===== config.mk =====
export PLATFORM = sky130hd
export DESIGN_NAME = m68k_mem_bridge
export DESIGN_NICKNAME = d
export VERILOG_FILES = /design/src/rtl/m68k_mem_bridge.sv
export SDC_FILE = /design/constraint.sdc
export NUM_CORES = 1
export LEC_CHECK = 0
export ABC_AREA = 1
export CORE_ASPECT_RATIO = 1.4
export CORE_UTILIZATION = 37
export DETAILED_ROUTE_END_ITERATION = 8
export PLACE_DENSITY = 0.76
export SLEW_MARGIN = 0
export SYNTH_ARGS = -nofsm -noshare
export SYNTH_HDL_FRONTEND = slang
export SYNTH_SLANG_ARGS = --single-unit

===== constraint.sdc =====
create_clock -name clk_i -period 1.62 [get_ports clk_i]
set_input_delay 0.162 -clock clk_i [delete_from_list [all_inputs] [get_ports clk_i]]
set_output_delay 0.162 -clock clk_i [all_outputs]
set_load 0.02 [all_outputs]

===== src/rtl/m68k_mem_bridge.sv =====
// m68k_mem_bridge: bridges the asynchronous 68000 bus onto the on-chip word
// memory's strobe/ack interface. CPU strobes are double-flop synchronised.
// Accesses that decode to the MEM_BASE window become one memory transaction.
// DTACK is returned once the memory acks.
// Optional bus-error timeout: define BUS_TIMEOUT_EN.
module m68k_mem_bridge #(
  parameter logic [5:0] MEM_BASE = 6'h00
`ifdef BUS_TIMEOUT_EN
  , parameter int unsigned TIMEOUT_CYCLES = 255
`endif
) (
  input  logic        clk_i,
  input  logic        reset_i,
  input  logic [23:1] cpu_addr_i,
  input  logic        cpu_as_n_i,
  input  logic        cpu_uds_n_i,
  input  logic        cpu_lds_n_i,
  input  logic        cpu_rw_i,
  input  logic [15:0] cpu_data_out_i,
  output logic [15:0] cpu_data_in_o,
  output logic        cpu_dtack_n_o,
  output logic        cpu_berr_n_o,
  output logic [17:0] mem_addr_o,
  output logic [15:0] mem_data_write_o,
  input  logic [15:0] mem_data_read_i,
  output logic        mem_uds_o,
  output logic        mem_lds_o,
  output logic        mem_rw_o,
  input  logic        mem_ack_i,
  output logic [2:0]  dbg_state_o
);

  typedef enum logic [2:0] {
    ST_IDLE     = 3'd0,
    ST_REQ      = 3'd1,
    ST_WAIT_ACK = 3'd2,
    ST_DTACK    = 3'd3,
    ST_BERR     = 3'd4
  } state_t;

  state_t      state_q, state_d;
  logic        as_m_q, as_s_q, uds_m_q, uds_s_q, lds_m_q, lds_s_q;
  logic [17:0] mem_addr_q, mem_addr_d;
  logic [15:0] mem_data_write_q, mem_data_write_d;
  logic [15:0] cpu_data_in_q, cpu_data_in_d;
  logic        mem_uds_q, mem_uds_d, mem_lds_q, mem_lds_d, mem_rw_q, mem_rw_d;
  logic        cpu_dtack_n_q, cpu_dtack_n_d, cpu_berr_n_q, cpu_berr_n_d;
  // One cycle of forced idle after strobes drop, so a new access cannot
  // re-raise them until they have been low for at least two cycles.
  logic        recover_q, recover_d;
  logic        sel, timeout;
  logic [15:0] rd_lanes;

  // Two-flop synchronisers for the asynchronous strobes, preset inactive.
  always_ff @(posedge clk_i or posedge reset_i) begin
    if (reset_i) begin
      as_m_q  <= 1'b1; as_s_q  <= 1'b1;
      uds_m_q <= 1'b1; uds_s_q <= 1'b1;
      lds_m_q <= 1'b1; lds_s_q <= 1'b1;
    end else begin
      as_m_q  <= cpu_as_n_i;  as_s_q  <= as_m_q;
      uds_m_q <= cpu_uds_n_i; uds_s_q <= uds_m_q;
      lds_m_q <= cpu_lds_n_i; lds_s_q <= lds_m_q;
    end
  end

  assign sel = !as_s_q && (!uds_s_q || !lds_s_q) &&
               (cpu_addr_i[23:18] == MEM_BASE) && !recover_q;

  // Lanes without a strobe return zero to the CPU.
  assign rd_lanes = {mem_uds_q ? mem_data_read_i[15:8] : 8'h00,
                     mem_lds_q ? mem_data_read_i[7:0]  : 8'h00};

`ifdef BUS_TIMEOUT_EN
  logic [15:0] cnt_q, cnt_d;

  // Cycle counter: cleared while idle with AS released, runs while AS is
  // held without DTACK (unselected address or a memory that never acks).
  always_comb begin
    cnt_d = cnt_q;
    if (state_q == ST_IDLE && as_s_q) cnt_d = 16'd0;
    else if (!as_s_q && cpu_dtack_n_q && state_q != ST_BERR) cnt_d = cnt_q + 16'd1;
  end

  // Counter register.
  always_ff @(posedge clk_i or posedge reset_i) begin
    if (reset_i) cnt_q <= 16'd0;
    else         cnt_q <= cnt_d;
  end

  assign timeout = (state_q != ST_BERR) && !as_s_q && cpu_dtack_n_q &&
                   (cnt_q == 16'(TIMEOUT_CYCLES - 1));
`else
  assign timeout = 1'b0;
`endif

  // State and registered outputs.
  always_ff @(posedge clk_i or posedge reset_i) begin
    if (reset_i) begin
      state_q          <= ST_IDLE;
      mem_addr_q       <= 18'd0;
      mem_data_write_q <= 16'd0;
      cpu_data_in_q    <= 16'd0;
      mem_uds_q        <= 1'b0;
      mem_lds_q        <= 1'b0;
      mem_rw_q         <= 1'b1;
      cpu_dtack_n_q    <= 1'b1;
      cpu_berr_n_q     <= 1'b1;
      recover_q        <= 1'b0;
    end else begin
      state_q          <= state_d;
      mem_addr_q       <= mem_addr_d;
      mem_data_write_q <= mem_data_write_d;
      cpu_data_in_q    <= cpu_data_in_d;
      mem_uds_q        <= mem_uds_d;
      mem_lds_q        <= mem_lds_d;
      mem_rw_q         <= mem_rw_d;
      cpu_dtack_n_q    <= cpu_dtack_n_d;
      cpu_berr_n_q     <= cpu_berr_n_d;
      recover_q        <= recover_d;
    end
  end

  // Next-state logic; an aborted access (AS released) still waits for the ack.
  always_comb begin
    state_d = state_q;
    case (state_q)
      ST_IDLE:     if (timeout) state_d = ST_BERR;
                   else if (sel) state_d = ST_REQ;
      ST_REQ:      state_d = timeout ? ST_BERR : ST_WAIT_ACK;
      ST_WAIT_ACK: if (timeout) state_d = ST_BERR;
                   else if (mem_ack_i) state_d = as_s_q ? ST_IDLE : ST_DTACK;
      ST_DTACK:    if (as_s_q) state_d = ST_IDLE;
      ST_BERR:     if (as_s_q) state_d = ST_IDLE;
      default:     state_d = ST_IDLE;
    endcase
  end

  // Output next values: capture on entry, release strobes on ack or timeout.
  always_comb begin
    mem_addr_d       = mem_addr_q;
    mem_data_write_d = mem_data_write_q;
    cpu_data_in_d    = cpu_data_in_q;
    mem_uds_d        = mem_uds_q;
    mem_lds_d        = mem_lds_q;
    mem_rw_d         = mem_rw_q;
    cpu_dtack_n_d    = cpu_dtack_n_q;
    cpu_berr_n_d     = cpu_berr_n_q;
    recover_d        = 1'b0;
    case (state_q)
      ST_IDLE: if (!timeout && sel) begin
        mem_addr_d       = {1'b0, cpu_addr_i[17:1]};
        mem_rw_d         = cpu_rw_i;
        mem_data_write_d = cpu_data_out_i;
        mem_uds_d        = ~uds_s_q;
        mem_lds_d        = ~lds_s_q;
      end
      ST_WAIT_ACK: if (!timeout && mem_ack_i) begin
        mem_uds_d = 1'b0;
        mem_lds_d = 1'b0;
        recover_d = 1'b1;
        if (!as_s_q) begin
          cpu_dtack_n_d = 1'b0;
          if (mem_rw_q) cpu_data_in_d = rd_lanes;
        end
      end
      ST_DTACK: if (as_s_q) cpu_dtack_n_d = 1'b1;
      ST_BERR:  if (as_s_q) cpu_berr_n_d = 1'b1;
      default: ;
    endcase
    if (timeout) begin
      cpu_berr_n_d = 1'b0;
      mem_uds_d    = 1'b0;
      mem_lds_d    = 1'b0;
      recover_d    = 1'b1;
    end
  end

  assign cpu_data_in_o    = cpu_data_in_q;
  assign cpu_dtack_n_o    = cpu_dtack_n_q;
  assign cpu_berr_n_o     = cpu_berr_n_q;
  assign mem_addr_o       = mem_addr_q;
  assign mem_data_write_o = mem_data_write_q;
  assign mem_uds_o        = mem_uds_q;
  assign mem_lds_o        = mem_lds_q;
  assign mem_rw_o         = mem_rw_q;
  assign dbg_state_o      = state_q;

endmodule


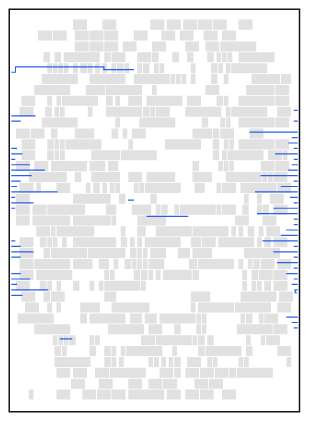
Figure 1: run 1, the metal 3 layer.
(4 px per um)
nets with wire on the layer: 61
longest straight run: 22.1 um
share of all routed wire: 3.8%
final wirelength: 6200 um
total number of vias: 2,188
met3 global-route usage: 2.91%

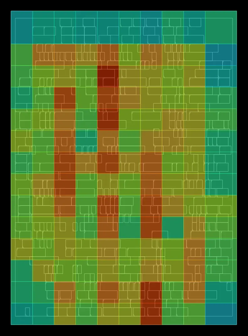
Figure 2: run 1, routing congestion map.
post-layout util: 61.1%
met2 usage: 31.3%

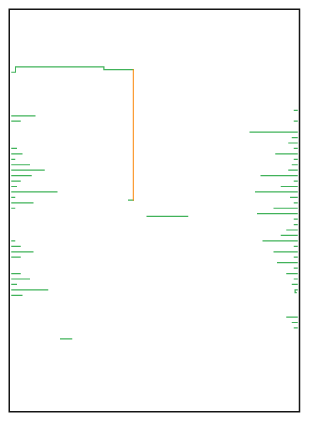
Figure 3: run 1, signal wires by layer.
(4 px per um) Two of the layers only.
[M4] orange | wire length: 32.6 um
[M3] green | wire length: 233 um
All-Layer GR Usage: 18.6%
drt wl/cell: 12.6 um

## run 1: sequential cells by signal, summed over array words and instances (netlist names)
register          count
mem_rw_o              1
uds_s_q               1
uds_m_q               1
cpu_data_in_o        16
lds_s_q               1
as_s_q                1
as_m_q                1
mem_lds_o             1
dbg_state_o           2
mem_uds_o             1
mem_addr_o           17
recover_q             1
lds_m_q               1
cpu_dtack_n_o         1
mem_data_write_o     16
## run 1: worst min-delay path by stage
stage                 from   endpoint
2_1_floorplan   cpu_as_n_i     as_m_q
3_3_place_gp        as_m_q     as_s_q
3_5_place_dp       uds_m_q    uds_s_q
4_1_cts            reset_i  recover_q
5_1_grt        cpu_lds_n_i    lds_m_q
6_report           reset_i  mem_lds_o
==> results.toml <==
# yosys + openroad results
[run_status]
status = "complete, no violations"

[sta]
fin_hold_ws_ps = 215
layout_min_cycle_time_ps = 1460

[floorplan]
dieArea_mm2 = 0.00723
num_rows = 35
io_pins = 120

[yosys]
yosysTopAreaCell = "dfrtp_1"
synth_cell_types = 20

[final_layout]
comb_cells = 189
comb_area_share_pct = 20.8
nets = 459
clock_buffers = 11

[power_and_ir_drop]
internal_power_w = 0.00295
switching_power_w = 0.00131
power.total_w = 0.00426

[worst_setup_path]
ff2ff_path_depth = 7
crit_path_end = "cpu_data_in_o[8]"

[clock_network]
cts_hold_buf = 0
htreeDepth = 3

[placement]
portBuffers = 116
